$ cat config.mk
export PLATFORM = sky130hd
export DESIGN_NAME = sprite_pixel_arbiter
export DESIGN_NICKNAME = d
export VERILOG_FILES = /design/src/rtl/sprite_pixel_arbiter.sv
export SDC_FILE = /design/constraint.sdc
export NUM_CORES = 1
export LEC_CHECK = 0
export ABC_AREA = 1
export CAP_MARGIN = 15
export CORE_ASPECT_RATIO = 1.4
export CORE_MARGIN = 2
export CORE_UTILIZATION = 47
export DETAILED_ROUTE_END_ITERATION = 6
export GPL_TIMING_DRIVEN = 0
export PLACE_DENSITY = 0.85
export SLEW_MARGIN = 20
export SYNTH_ARGS = -nofsm -noshare
export SYNTH_HDL_FRONTEND = slang
export SYNTH_SLANG_ARGS = --single-unit
$ cat constraint.sdc
create_clock -name Clk -period 4.25 [get_ports Clk]
set_input_delay 0.85 -clock Clk [delete_from_list [all_inputs] [get_ports Clk]]
set_output_delay 0.85 -clock Clk [all_outputs]
set_load 0.05 [all_outputs]
$ cat src/rtl/sprite_pixel_arbiter.sv
// sprite_pixel_arbiter: arbitrates two sprite renderers onto a shared ROM/palette with a burst-bounded owner,
// then carries each pixel's owner tag through a fixed 3-cycle fetch pipeline.
module sprite_pixel_arbiter #(
    parameter int ADDR_W    = 12,
    parameter int MAX_BURST = 8
) (
    input  logic              Clk,
    input  logic              Reset_n,
    input  logic              p1_req,
    input  logic [ADDR_W-1:0] p1_addr,
    output logic              p1_ack,
    output logic              p1_valid,
    input  logic              p2_req,
    input  logic [ADDR_W-1:0] p2_addr,
    output logic              p2_ack,
    output logic              p2_valid,
    output logic [ADDR_W-1:0] rom_addr,
    input  logic [3:0]        rom_index,
    output logic [3:0]        pal_index,
    input  logic [3:0]        pal_red,
    input  logic [3:0]        pal_green,
    input  logic [3:0]        pal_blue,
    output logic [3:0]        rgb_red,
    output logic [3:0]        rgb_green,
    output logic [3:0]        rgb_blue,
    output logic              rgb_transparent
);
    typedef enum logic {OWN_P1, OWN_P2} owner_t;
    localparam logic [7:0] L_MAX = 8'(MAX_BURST);

    owner_t            r_last_owner;
    logic [7:0]        r_burst_cnt;
    logic [ADDR_W-1:0] r_rom_addr;
    logic              r_v1, r_v2, r_own1, r_own2;
    logic              r_p1_valid, r_p2_valid, r_transp;
    logic [11:0]       r_rgb;
    logic              w_keep, w_p1_win, w_p1_ack, w_p2_ack, w_any, w_to_owner;

    // A non-zero count means the owner was granted last cycle, i.e. its run is unbroken.
    assign w_keep     = (r_burst_cnt != 8'd0) && (r_burst_cnt < L_MAX);
    assign w_p1_win   = (r_last_owner == OWN_P1) ? w_keep : !w_keep;
    assign w_p1_ack   = Reset_n && p1_req && (!p2_req || w_p1_win);
    assign w_p2_ack   = Reset_n && p2_req && (!p1_req || !w_p1_win);
    assign w_any      = w_p1_ack || w_p2_ack;
    assign w_to_owner = (w_p1_ack && r_last_owner == OWN_P1) || (w_p2_ack && r_last_owner == OWN_P2);

    always_ff @(posedge Clk or negedge Reset_n) begin
        if (!Reset_n) begin
            r_last_owner <= OWN_P2;
            r_burst_cnt  <= 8'd0;
            r_rom_addr   <= '0;
            r_v1         <= 1'b0;
            r_v2         <= 1'b0;
            r_own1       <= 1'b0;
            r_own2       <= 1'b0;
            r_p1_valid   <= 1'b0;
            r_p2_valid   <= 1'b0;
            r_rgb        <= 12'd0;
            r_transp     <= 1'b0;
        end else begin
            if (w_any) begin
                r_last_owner <= w_p1_ack ? OWN_P1 : OWN_P2;
                r_rom_addr   <= w_p1_ack ? p1_addr : p2_addr;
            end
            r_burst_cnt <= !w_any ? 8'd0 : !w_to_owner ? 8'd1 :
                           (r_burst_cnt == 8'hFF) ? r_burst_cnt : r_burst_cnt + 8'd1;
            r_v1       <= w_any;
            r_own1     <= w_p2_ack;
            r_v2       <= r_v1;
            r_own2     <= r_own1;
            r_p1_valid <= r_v2 && !r_own2;
            r_p2_valid <= r_v2 && r_own2;
            if (r_v2) begin
                r_rgb    <= {pal_red, pal_green, pal_blue};
                r_transp <= (rom_index == 4'd0);
            end
        end
    end

    assign p1_ack          = w_p1_ack;
    assign p2_ack          = w_p2_ack;
    assign p1_valid        = r_p1_valid;
    assign p2_valid        = r_p2_valid;
    assign rom_addr        = r_rom_addr;
    assign pal_index       = rom_index;
    assign rgb_red         = r_rgb[11:8];
    assign rgb_green       = r_rgb[7:4];
    assign rgb_blue        = r_rgb[3:0];
    assign rgb_transparent = r_transp;
endmodule

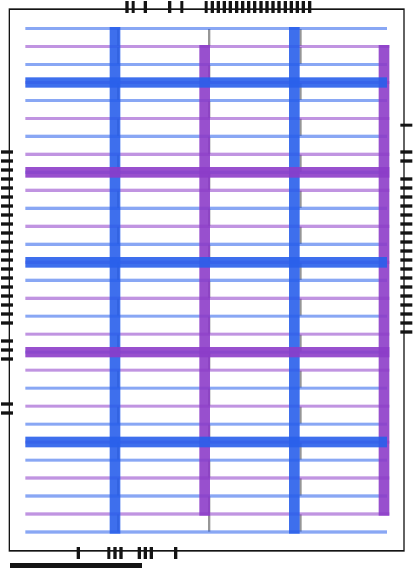
*Supply network, run 1*
The bar under the picture is 20 um long. Pins as bars on the die edge. Tap cells in gray.
| color | net |
|---|---|
| purple | VDD |
| blue | VSS |
met4 straps: 4
signal pins: 77
met1 rails: 29
rows: 28
met5 straps: 5

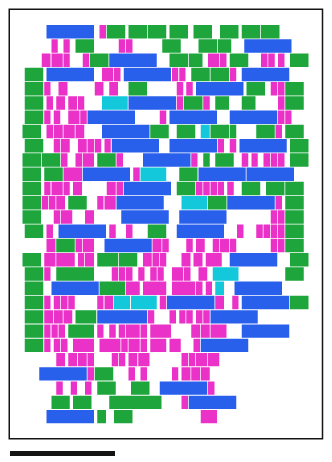
*Placed cells, one color a class, run 1*
The bar under the picture is 20 um long.
| color | class | cells |
|---|---|---|
| magenta | combinational and other logic | 199 |
| cyan | clock drivers and dummy loads | 8 |
| green | other buffers and delay cells | 88 |
| blue | flops | 40 |
Core ar.: 4170 um2
# rows: 28

==> flow_metrics.env, run 1 <==
# physical design summary
export IMPL_critPathKind="in2out"
export IMPL_ant_nets=0
export IMPL_drc=0
export IMPL_cts_setup_buffers=0
export IMPL_holdWs_ns=0.357
export IMPL_clk_pin_slew_worst_paths_ns=0.08
export IMPL_warning_count=27
export IMPL_postSynthCellCount=250
export IMPL_p_leak_nw=1.54
export IMPL_flop_cell="dfrtp_1"
export IMPL_io_buffers=76
export IMPL_peakVddDrop_v=0.000201
export IMPL_nFillCells=324
export IMPL_post_route_util=0.708
export IMPL_pre_cts_ws_ns=0.523
export IMPL_finalHoldViolCount=0
export IMPL_grt_max_degree=27
export IMPL_via_per_inst=4.72
export IMPL_grt_overflow_total=0
export IMPL_required_ns=3.40
export IMPL_finalCritPeriodShare=0.864
export IMPL_postSynth_asyncResetShare=1.00
export IMPL_cts_tree="yes"
export IMPL_final_common_cell="nand2_1"
export IMPL_worst_endpoint_arrival_ns=2.82
export IMPL_dieArea_um2=4860
export IMPL_max_stage_delay_ns=0.80
export IMPL_numSynthFlops=40
export IMPL_r2r_end="rom_addr[4]"
export IMPL_status="finished clean"
export IMPL_yosys_cells=250
export IMPL_max_freq_mhz=272
export IMPL_cts_resized=0
export IMPL_cp_end_kind="output pin"
export IMPL_grt_pass1_vias=1726
export IMPL_synth_net_count=296
export IMPL_path_cells="buf_2, buf_16, nand2_1, inv_1, nand2_4, buf_12, inv_1, clkdlybuf4s50_1"
export IMPL_die_w_um=59.5
export IMPL_final_cell_mix="nand2_1 (79), clkdlybuf4s50_1 (75), inv_1 (41)"
export IMPL_instances_no_fill=380
export IMPL_clkSinkCount=40
export IMPL_crit_top_cell="inv_1"
export IMPL_grt_pass1_wl_um=7200
export IMPL_drt_iter0_drc=54
export IMPL_root_buffer="clkbuf_8"
export IMPL_yosys_top_cells_area="dfrtp_1 (48%), nand2_1 (15%), inv_1 (7.6%)"
export IMPL_slew_headroom=0.642
export IMPL_post_route_cells_drive_above_1_share=0.128
export IMPL_drv_slew=0
export IMPL_yosys_area_um2=2030
export IMPL_antenna_found_initial=0
export IMPL_cp_endpoint="p1_ack"
export IMPL_setup_tns_ns=0
export IMPL_syn_area_per_cell_um2=8.10
export IMPL_io_pins=77
export IMPL_p_int_mw=0.677
export IMPL_start_kind="input port"
export IMPL_p_per_area_nw_per_um2=360
export IMPL_ys_types=24
export IMPL_rr_worst_depth=13
export IMPL_synth_seq_share=0.495
export IMPL_dr_pass1_iters=4
export IMPL_power_frac_comb=0.351
export IMPL_setup_violations=0
export IMPL_p_switching_mw=0.386
export IMPL_reg2reg_slack_ns=2.61
export IMPL_cts_path_max_buffers=2
export IMPL_startpoint="Reset_n"
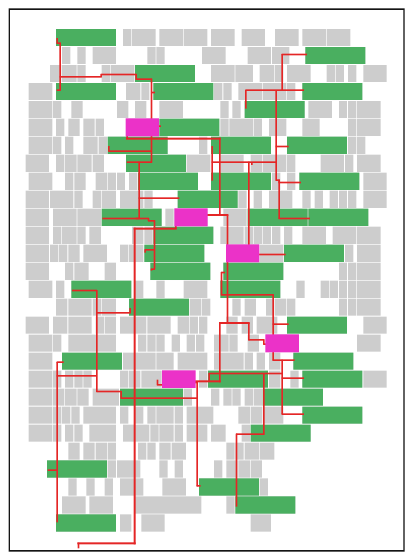
*Clock wires, drivers and flops, run 1*
[green] flip-flops | count: 40
[red] clock wires | length: 482 um
[magenta] clock drivers | count: 5
flops lie: widely spread
Clk pwr share: 0.233
clk_skew: 0.00267 ns

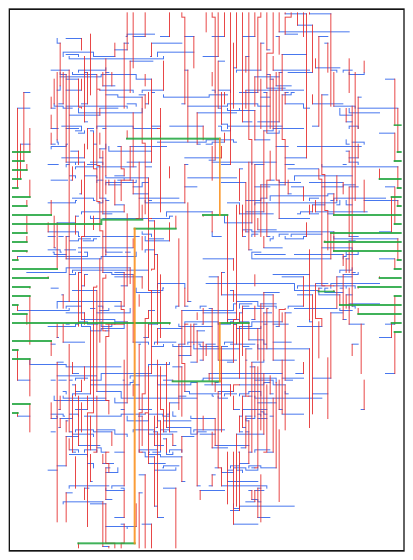
*Signal wires by layer, run 1*
| color | layer | wire length |
|---|---|---|
| green | metal 3 | 228 um |
| red | metal 2 | 2350 um |
| blue | metal 1 | 1710 um |
| orange | metal 4 | 68.0 um |
drt total wl: 4360 um
via count: 1793
WL/cell: 11.5 um
GR Util All Layers: 0.196

run 1: power by group through the flow:
stage | clock network (mW) | registers, mW | logic (mW)
after floorplan | 0 | 0.569 | 0.108
after global placement | 0 | 0.448 | 0.368
after detailed placement | 0 | 0.449 | 0.377
after CTS | 0.256 | 0.442 | 0.378
after global routing | 0.269 | 0.447 | 0.400
final | 0.248 | 0.442 | 0.373
run 1: Yosys cell counts, types with 3 or more instances:
library cell  instances
dfrtp_1              39
a21oi_1               4
nand3_1              30
nand2_1              79
inv_1                41
o21ai_0               3
nor2_1               11
xor2_1                3
nand2_2              15
buf_4                 4
run 1: routing by layer:
metal | up-vias | global-route usage | wire (um)
met5 | - | 0 | 0
met4 | 0 | 0.0955 | 68
met3 | 6 | 0.0394 | 227
met2 | 56 | 0.369 | 2350
met1 | 813 | 0.199 | 1710
li1 | 918 | - | -
run 1: final cells by class:
class | instances | share of cell area
sequential | 40 | 0.339
timing repair buffer | 77 | 0.265
multi-input combinational | 157 | 0.257
inverter | 42 | 0.0534
buffer | 11 | 0.0364
clock buffer | 5 | 0.0233
tap | 45 | 0.0191
clock inverter | 3 | 0.00636
run 1: how the worst min path moves through the flow:
stage               startpoint      to  cells after the start  slack [ns]
finish                  r_own1  r_own2                      0        0.36
global route            r_own1  r_own2                      0        0.37
CTS                     r_own1  r_own2                      0        0.36
detailed placement      r_own1  r_own2                      0        0.34
global placement          r_v1    r_v2                      0        0.33
floorplan               r_own1  r_own2                      0        0.33
run 1: through the flow:
step / cell area (um2) / power (mW)
global route: 2950 / 1.12
floorplan: 2030 / 0.677
detailed placement: 2870 / 0.826
CTS: 2950 / 1.08
global placement: 2840 / 0.817
finish: 2950 / 1.06
run 1: sequential cells by signal, indices dropped and copies added (netlist names):
signal and cells:
r_last_owner 1, rom_addr 12, p1_valid 1, r_burst_cnt 8, r_rgb 12, rgb_transparent 1, p2_valid 1, r_v2 1
r_own2 1, r_own1 1, r_v1 1
run 1: logic make-up (layout without fill, tap and decap cells):
logic type,count (synthesis),count (layout),synth area share
AND-OR/OR-AND,10,10,0.0290
XOR/XNOR,3,3,0.0130
adder cells (fa/ha/maj),2,2,0.0124
buffers and inverters,53,138,0.131
flip-flops,40,40,0.495
AND/OR/NAND/NOR,142,142,0.320
run 1: critical path: cells and delay by family:
| family | cells | cell delay (ns) |
|---|---|---|
| buffers and inverters | 6 | 1.79 |
| and+or+nand+nor | 2 | 0.17 |
==> run 2: changes to the inputs <==
--- a/config.mk
+++ b/config.mk
@@ -6,6 +6,7 @@
 export NUM_CORES = 1
 export LEC_CHECK = 0
 export ABC_AREA = 1
+export ABC_CLOCK_PERIOD_IN_PS = 4250
 export CAP_MARGIN = 15
 export CORE_ASPECT_RATIO = 1.4
 export CORE_MARGIN = 2
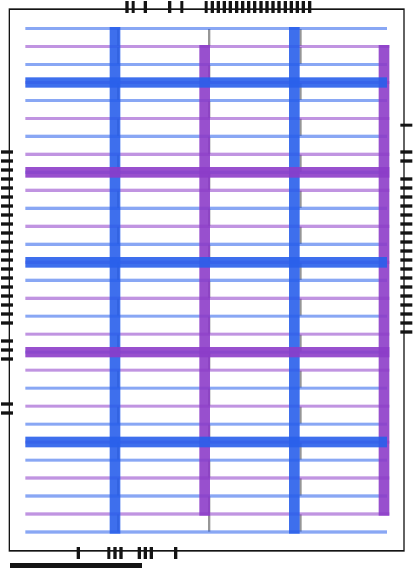
*Supply network, run 2*
The bar under the picture is 20 um long. Pins as bars on the die edge. Tap cells in gray.
| color | net |
|---|---|
| purple | VDD |
| blue | VSS |
tap cells: 45
signal pins: 77
Max IR drop VDD: 0.000201 V
Chip Width: 59.5 um
die height: 81.7 um

==> run 2 against run 1 <==
Effect of this change:
- wire length did not move
- setup slack did not move
- combinational power barely moved
- critical path depth did not move
- critical endpoint unchanged
==> flow_metrics.env, run 2 <==
# physical design summary
export IMPL_postSynthCellCount=250
export IMPL_via_per_inst=4.72
export IMPL_nFillCells=324
export IMPL_flop_cell="dfrtp_1"
export IMPL_synth_net_count=296
export IMPL_drc=0
export IMPL_grt_max_degree=27
export IMPL_rr_worst_depth=13
export IMPL_clkSinkCount=40
export IMPL_hold_depth=0
export IMPL_yosys_top_cells_area="dfrtp_1 (48%), nand2_1 (15%), inv_1 (7.6%)"
export IMPL_post_drt_wl_per_cell_um=11.5
export IMPL_root_buffer="clkbuf_8"
export IMPL_r2r_end="rom_addr[4]"
export IMPL_worst_endpoint_arrival_ns=2.82
export IMPL_dieArea_um2=4860
export IMPL_instances_no_fill=380
export IMPL_numSynthFlops=40
export IMPL_setup_violations=0
export IMPL_grt_overflow_total=0
export IMPL_p_per_area_nw_per_um2=360
export IMPL_num_rows=28
export IMPL_synth_most_common_cell="nand2_1"
export IMPL_warning_count=27
export IMPL_gr_usage_all_layers=0.196
export IMPL_grt_pass1_vias=1726
export IMPL_common_cells="nand2_1 (79), inv_1 (41), dfrtp_1 (39)"
export IMPL_slew_headroom=0.642
export IMPL_pre_cts_ws_ns=0.523
export IMPL_clk_pin_slew_worst_paths_ns=0.08
export IMPL_core_area_um2=4170
export IMPL_io_pins=77
export IMPL_antenna_found_initial=0
export IMPL_critPathKind="in2out"
export IMPL_drt_total_wl_um=4360
export IMPL_synth_seq_share=0.495
export IMPL_yosys_cells=250
export IMPL_worstHoldEndpoint="r_own2"
export IMPL_reg2reg_slack_ns=2.61
export IMPL_max_freq_mhz=272
export IMPL_post_route_cells_drive_above_1_share=0.128
export IMPL_vias=1793
export IMPL_clock_skew_final_ns=0.00267
export IMPL_cp_end_kind="output pin"
export IMPL_finalCritPeriodShare=0.864
export IMPL_hp_start="r_own1"
export IMPL_dr_pass1_iters=4
export IMPL_status="finished clean"
export IMPL_grt_pass1_wl_um=7200
export IMPL_yosys_area_um2=2030
export IMPL_p_leak_nw=1.54
export IMPL_final_common_cell="nand2_1"
export IMPL_cts_setup_buffers=0
export IMPL_cts_resized=0
export IMPL_required_ns=3.40
export IMPL_io_buffers=76
export IMPL_postSynth_asyncResetShare=1.00
export IMPL_finalHoldViolCount=0
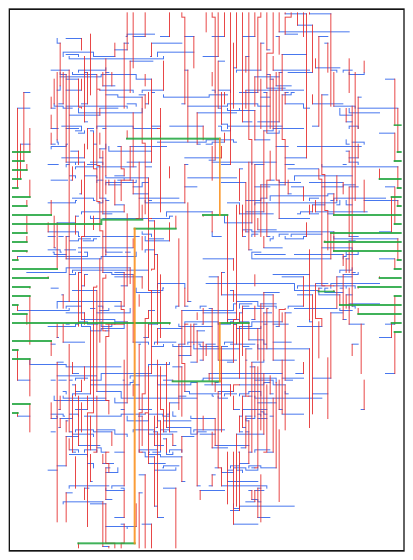
*Signal wires by layer, run 2*
| color | layer | wire length |
|---|---|---|
| blue | metal 1 | 1710 um |
| orange | metal 4 | 68.0 um |
| red | metal 2 | 2350 um |
| green | metal 3 | 228 um |

run 2: cell counts after synthesis:
Identical to the previous run, type by type.
run 2: cell families (layout without fill, tap and decap cells):
logic type / Yosys count / count (layout) / synth area share
and+or+nand+nor: 142 / 142 / 0.320
DFF: 40 / 40 / 0.495
buffers and inverters: 53 / 138 / 0.131
AOI/OAI and AO/OA: 10 / 10 / 0.0290
adders and majority gates: 2 / 2 / 0.0124
xor gates and xnor gates: 3 / 3 / 0.0130
run 2: layout make-up:
class | instances | area [um2] | share of cell area
buffer | 11 | 108 | 0.0364
clock buffer | 5 | 68.8 | 0.0233
inverter | 42 | 158 | 0.0534
timing repair buffer | 77 | 783 | 0.265
sequential | 40 | 1000 | 0.339
tap | 45 | 56.3 | 0.0191
clock inverter | 3 | 18.8 | 0.00636
multi-input combinational | 157 | 758 | 0.257
run 2: per-stage QoR:
step | setup TNS, ns | hold slack [ns] | utilization | cell area [um2] | power (mW)
3_3_place_gp | -1.16 | 0.333 | 0.682 | 2840 | 0.817
4_1_cts | 0 | 0.364 | 0.708 | 2950 | 1.08
2_1_floorplan | 0 | 0.331 | - | 2030 | 0.677
6_report | 0 | 0.357 | 0.708 | 2950 | 1.06
5_1_grt | 0 | 0.367 | 0.708 | 2950 | 1.12
3_5_place_dp | 0 | 0.343 | 0.687 | 2870 | 0.826
run 2: how the worst max path moves through the flow:
stage,startpoint,endpoint,slack [ns],depth (start not counted)
after floorplan,Reset_n,p1_ack,1.81,5
after global placement,Reset_n,p1_ack,-0.70,7
after detailed placement,Reset_n,p1_ack,0.52,8
after CTS,Reset_n,p1_ack,0.52,8
after global routing,Reset_n,p1_ack,0.40,8
final,Reset_n,p1_ack,0.58,8
run 2: critical path, cell delays in order:
cell,delay (ns)
buf_2,0.37
buf_16,0.23
nand2_1,0.07
inv_1,0.19
nand2_4,0.10
buf_12,0.15
inv_1,0.05
clkdlybuf4s50_1,0.80
run 2: where the power goes:
| part | switching [mW] | leakage (nW) | total [mW] | internal, mW |
|---|---|---|---|---|
| registers | 0.0212 | 0.501 | 0.442 | 0.421 |
| logic | 0.231 | 0.990 | 0.373 | 0.142 |
| clock network | 0.134 | 0.0479 | 0.248 | 0.114 |
| total | 0.386 | 1.54 | 1.06 | 0.677 |
run 2: metal layers:
layer | global-route usage | routed length (um) | vias to the layer above | share of wire
met5 | 0 | 0 | - | 0
met4 | 0.0955 | 68 | 0 | 0.016
met3 | 0.0394 | 227 | 6 | 0.052
met2 | 0.369 | 2350 | 56 | 0.54
met1 | 0.199 | 1710 | 813 | 0.39
li1 | - | - | 918 | -
Power figures rest on the tool's default switching activity, not on a simulated workload.
